--- src/rtl/triple_rep_tx_pkg.sv ---
// triple_rep_tx_pkg: shared state encoding, repetition count and line levels for the triple-repetition transmitter
package triple_rep_tx_pkg;
  typedef enum logic [2:0] {S_IDLE, S_START, S_DATA, S_PARITY, S_STOP} state_e;
  localparam int REP_COUNT = 3;
  localparam int REP_W = $clog2(REP_COUNT);
  localparam logic LINE_IDLE = 1'b1;
  localparam logic START_LVL = 1'b0;
endpackage

--- src/rtl/triple_rep_tx_rep_cnt.sv ---
// triple_rep_tx_rep_cnt: mod-N repetition counter with enable and sync clear
//   clk, rst_n : clock, async active-low reset
//   en_i       : advance the count this cycle
//   clr_i      : force count to 0 (wins over en_i)
//   cnt_o      : current count 0..N-1
//   last_o     : count == N-1
module triple_rep_tx_rep_cnt
  import triple_rep_tx_pkg::*;
#(
  parameter int N = REP_COUNT,
  localparam int W = (N > 1) ? $clog2(N) : 1
) (
  input  logic         clk,
  input  logic         rst_n,
  input  logic         en_i,
  input  logic         clr_i,
  output logic [W-1:0] cnt_o,
  output logic         last_o
);
  logic [W-1:0] cnt_q, cnt_d;
  assign cnt_o  = cnt_q;
  assign last_o = cnt_q == W'(N - 1);
  always_comb cnt_d = clr_i ? '0 : en_i ? (last_o ? '0 : cnt_q + 1'b1) : cnt_q;
  always_ff @(posedge clk or negedge rst_n)
    if (!rst_n) cnt_q <= '0;
    else        cnt_q <= cnt_d;
endmodule

--- src/rtl/triple_rep_tx.sv ---
// triple_rep_tx: frames a parallel word (start, data LSB-first, optional even parity, stop) and sends each symbol 3 times
//   clk, rst_n   : clock, async active-low reset
//   in_val_i     : in_data_i valid
//   in_rdy_o     : word accepted this cycle if in_val_i is high (IDLE or last STOP cycle)
//   in_data_i    : word to transmit
//   tx_line_o    : serial line, idles high
//   busy_o       : frame in progress
//   frame_done_o : pulse on the last cycle of the stop symbol
module triple_rep_tx
  import triple_rep_tx_pkg::*;
#(
  parameter int NBITS     = 8,
  parameter bit PARITY_EN = 1'b1
) (
  input  logic             clk,
  input  logic             rst_n,
  input  logic             in_val_i,
  output logic             in_rdy_o,
  input  logic [NBITS-1:0] in_data_i,
  output logic             tx_line_o,
  output logic             busy_o,
  output logic             frame_done_o
);
  localparam int BW = (NBITS > 1) ? $clog2(NBITS) : 1;
  state_e           state_q, state_d;
  logic [NBITS-1:0] sh_q, sh_d;
  logic             par_q, par_d;
  logic [BW-1:0]    bit_q, bit_d;
  logic [REP_W-1:0] rep_cnt;
  logic             rep_last, stop_last, last_bit, xfer;
  triple_rep_tx_rep_cnt #(.N(REP_COUNT)) u_rep (
    .clk    (clk),
    .rst_n  (rst_n),
    .en_i   (busy_o),
    .clr_i  (!busy_o),
    .cnt_o  (rep_cnt),
    .last_o (rep_last)
  );
  assign stop_last    = state_q == S_STOP && rep_cnt == REP_W'(REP_COUNT - 1);
  assign last_bit     = bit_q == BW'(NBITS - 1);
  assign busy_o       = state_q != S_IDLE;
  assign in_rdy_o     = state_q == S_IDLE || stop_last;
  assign frame_done_o = stop_last;
  assign xfer         = in_val_i && in_rdy_o;
  assign tx_line_o    = state_q == S_START  ? START_LVL :
                        state_q == S_DATA   ? sh_q[0]   :
                        state_q == S_PARITY ? par_q     : LINE_IDLE;
  always_comb begin
    state_d = state_q;
    sh_d    = xfer ? in_data_i : sh_q;
    par_d   = xfer ? ^in_data_i : par_q;
    bit_d   = bit_q;
    case (state_q)
      S_IDLE:   if (xfer) state_d = S_START;
      S_START:  if (rep_last) state_d = S_DATA;
      S_DATA:   if (rep_last) begin
        sh_d  = sh_q >> 1;
        bit_d = last_bit ? '0 : bit_q + 1'b1;
        if (last_bit) state_d = PARITY_EN ? S_PARITY : S_STOP;
      end
      S_PARITY: if (rep_last) state_d = S_STOP;
      S_STOP:   if (rep_last) state_d = xfer ? S_START : S_IDLE;
      default:  state_d = S_IDLE;
    endcase
  end
  always_ff @(posedge clk or negedge rst_n)
    if (!rst_n) begin
      state_q <= S_IDLE;
      sh_q    <= '0;
      par_q   <= 1'b0;
      bit_q   <= '0;
    end else begin
      state_q <= state_d;
      sh_q    <= sh_d;
      par_q   <= par_d;
      bit_q   <= bit_d;
    end
endmodule
--- config.mk ---
export PLATFORM = sky130hd
export DESIGN_NAME = triple_rep_tx
export DESIGN_NICKNAME = d
export VERILOG_FILES = /design/src/rtl/triple_rep_tx_pkg.sv /design/src/rtl/triple_rep_tx_rep_cnt.sv /design/src/rtl/triple_rep_tx.sv
export SDC_FILE = /design/constraint.sdc
export NUM_CORES = 1
export LEC_CHECK = 0
export CORE_UTILIZATION = 50
export DETAILED_ROUTE_END_ITERATION = 8
export HOLD_SLACK_MARGIN = 0.12
export PLACE_DENSITY = 0.84
export SETUP_SLACK_MARGIN = 0.3
export SLEW_MARGIN = 20
export SYNTH_ARGS = -nofsm -noshare
export SYNTH_HDL_FRONTEND = slang
export SYNTH_SLANG_ARGS = --single-unit
--- constraint.sdc ---
create_clock -name clk -period 1.75 [get_ports clk]
set_clock_uncertainty 0.1 [all_clocks]
set_input_delay 0.35 -clock clk [delete_from_list [all_inputs] [get_ports clk]]
set_output_delay 0.35 -clock clk [all_outputs]
set_load 0.01 [all_outputs]
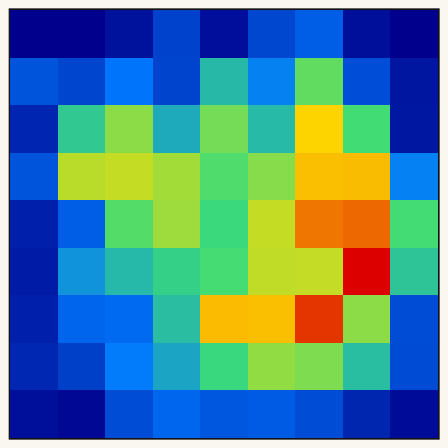
Fig. 1. Wire density map.
9 x 9 tiles, from dark blue (low) to red (high), scaled to the fullest tile. Values are wire area over tile area, all layers added.
emptiest ninth of the die: south-west
nearly empty tiles: 4.9%
mean over tiles: 0.19

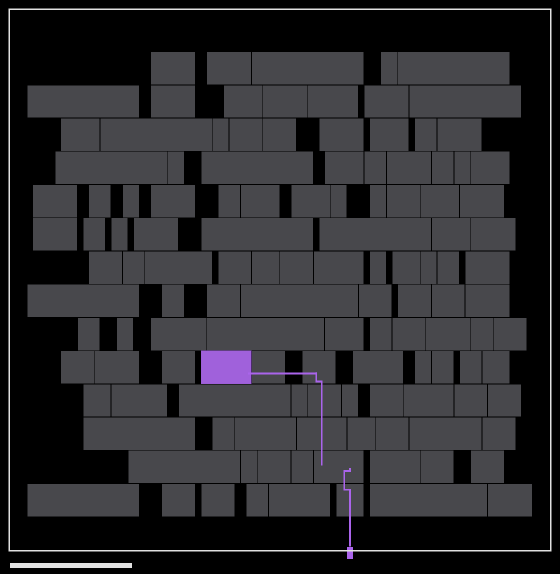
Fig. 2. Nets reached from selected ports.
Bar = 10 um.
[purple] frame_done_o | bits: 1 | direction: output | end cells: 1 | buffers: 1 | wire: 20.7 um

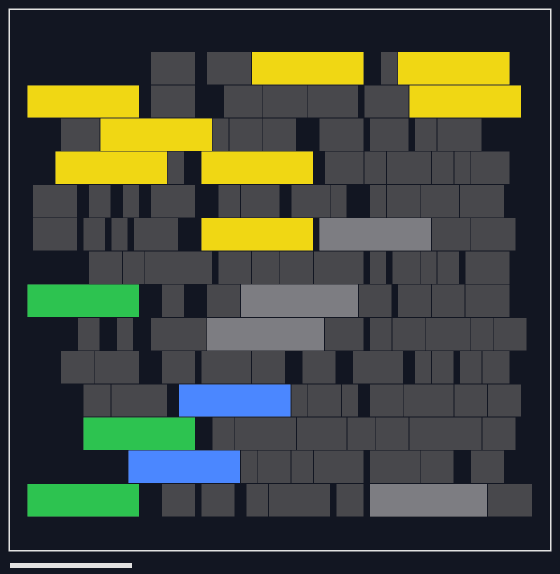
Fig. 3. Sequential cells coloured by netlist name.
Bar = 10 um. Other sequential cells in the stronger grey, the rest of the logic in the fainter grey.
[green] bit_q | sequential cells: 3
[yellow] sh_q | sequential cells: 8
[blue] u_rep.cnt_o | sequential cells: 2
not coloured: 4

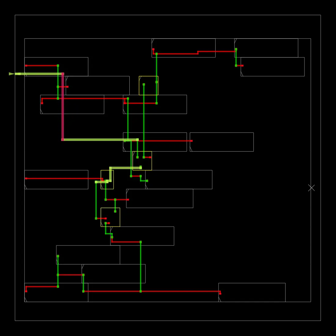
Fig. 4. Clock nets.
total clock sinks: 17
Clock buffer cells: 3

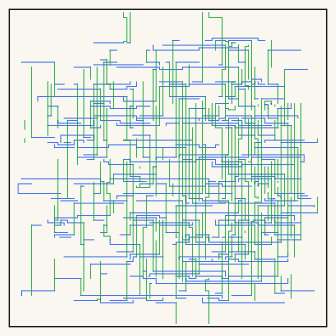
Fig. 5. Signal wires by layer.
Two of the layers only.
[blue] met1 | wire length: 1060 um
[green] met2 | wire length: 1170 um

==> results_slide.txt <==
Flow Results at a Glance

Global route
  – Vias in the first global route: 794
  – Initial antenna violation count: 0

Power and ir drop
  – Total power: 1.96 mW
  – Sequential Power Share: 35.3%
  – Combinational share of power: 54.0%

Final layout
  – # diodes: 0

Setup path
  – CP max-delay cell: dfrtp_2
  – Worst-path cell chain: buf_4 > a21boi_0 > o21ai_1 > buf_2
  – CP max stage delay: 0.44 ns
  – Max FO, Critical Path: 3

Yosys
  – Warnings from Yosys: 0
  – Yosys chip area: 891 um^2
  – Most frequent cell after synthesis: dfrtp_1
  – Mapped Area: 891 um^2

Status
  – Failing checks: design-rule violations, negative setup slack
  – Status: complete, but fails checks

Drt
  – Drt first-iter violations: 21
  – Wire length per cell: 16.6 um
  – Final WL: 2340 um
  – DRC: 1

Clock network
  – Bufs on Longest Clock Path: 2
  – Clk slew on worst S/H paths: 0.10 ns
  – Hold Buf Count CTS: 0

STA
  – Setup violators final: 1
  – Setup total negative slack: -0.0108 ns
  – Final WS setup: -0.0108 ns

Placed design
  – GPL Wtd Cong: 0.906
  – Placed insts: 122

Floorplan
  – Chip area: 1950 um^2
-- worst register-to-register path: stages, from the launching register on --
cell      delay, ns
dfrtp_1        0.43
nor2b_4        0.15
buf_6          0.11
o211ai_1       0.22
buf_4          0.21
mux2i_1        0.22
a21oi_1        0.09
-- what timing repair did --
action                                  in CTS  in global routing
pin swaps                                    4                  9
resized                                     31                 10
cloned                                       1                  0
setup buffers                                9                  5
endpoints found under the setup margin      15                 16
-- cells by family after synthesis --
family          synth area share [%]
compound gates                  11.5
xor+xnor                        7.87
fa+ha+maj                       2.81
buf+inv                         4.07
flops                           47.8
mux                             9.55
simple gates                    16.4
-- power groups by stage --
| stage | Combinational, mW | Clock, mW | Sequential (mW) |
|---|---|---|---|
| after floorplan | 0.467 | 0 | 0.647 |
| after global placement | 0.663 | 0 | 0.686 |
| after detailed placement | 0.693 | 0 | 0.699 |
| after CTS | 0.912 | 0.215 | 0.673 |
| after global routing | 1.13 | 0.232 | 0.705 |
| final | 1.06 | 0.210 | 0.693 |
-- state kept, by name, summed over array words and instances (netlist names) --
signal / count
sh_q: 8
bit_q: 3
state_q: 3
u_rep.cnt_o: 2
par_q: 1
-- cell usage in the layout (no fill, tap or decap), types with 2 or more instances in the layout --
master / instances
buf_4: 19
dfrtp_1: 14
clkdlybuf4s50_1: 10
nor2_1: 9
xnor2_1: 8
mux2i_1: 7
a21oi_1: 7
buf_6: 5
o21ai_1: 3
nand2_1: 3
clkbuf_4: 3
buf_2: 3
dfrtp_2: 3
inv_1: 2
nand2b_1: 2
nand2_2: 2
nor3_2: 2
ha_1: 2
-- per-layer routing --
layer  track usage (%)  vias to the layer above  part of all wire, %  wire length (um)
met3              4.49                        2                  4.0                93
li1                  -                      382                    -                 -
met1              32.9                      404                   45              1060
met4              8.48                        0                 0.39                 9
met2              44.1                       29                   50              1170
met5                 0                        -                    0                 0
-- cell type report --
type / instances / area, um^2
Clock buffer: 3 / 22.5
Clock inverter: 1 / 5.00
Fill cell: 90 / 294
Inverter: 3 / 11.3
Multi-Input combinational cell: 64 / 480
Sequential cell: 17 / 429
Tap cell: 16 / 20.0
Timing Repair Buffer: 37 / 314
-- final timing paths --
path                                startpoint         end  slack, ns  cells after the start
worst max-delay path                state_q[1]   tx_line_o      -0.01                      4
worst min-delay path                     rst_n  state_q[1]       0.28                      2
worst max register to register  u_rep.cnt_o[1]     sh_q[4]       0.11                      6
worst min register to register        bit_q[1]    bit_q[1]       0.41                      2
max in group asynchronous                rst_n  state_q[0]       1.06                      2
min in group clk                      bit_q[1]    bit_q[1]       0.41                      2
-- per-stage QoR --
step,hold WS [ns],instance area (um^2)
after CTS,0.274,1210
after global placement,0.360,1090
after global routing,0.302,1280
after detailed placement,0.377,1090
after floorplan,-0.0456,891
final,0.283,1280
Power is estimated from default activity; no workload was simulated.
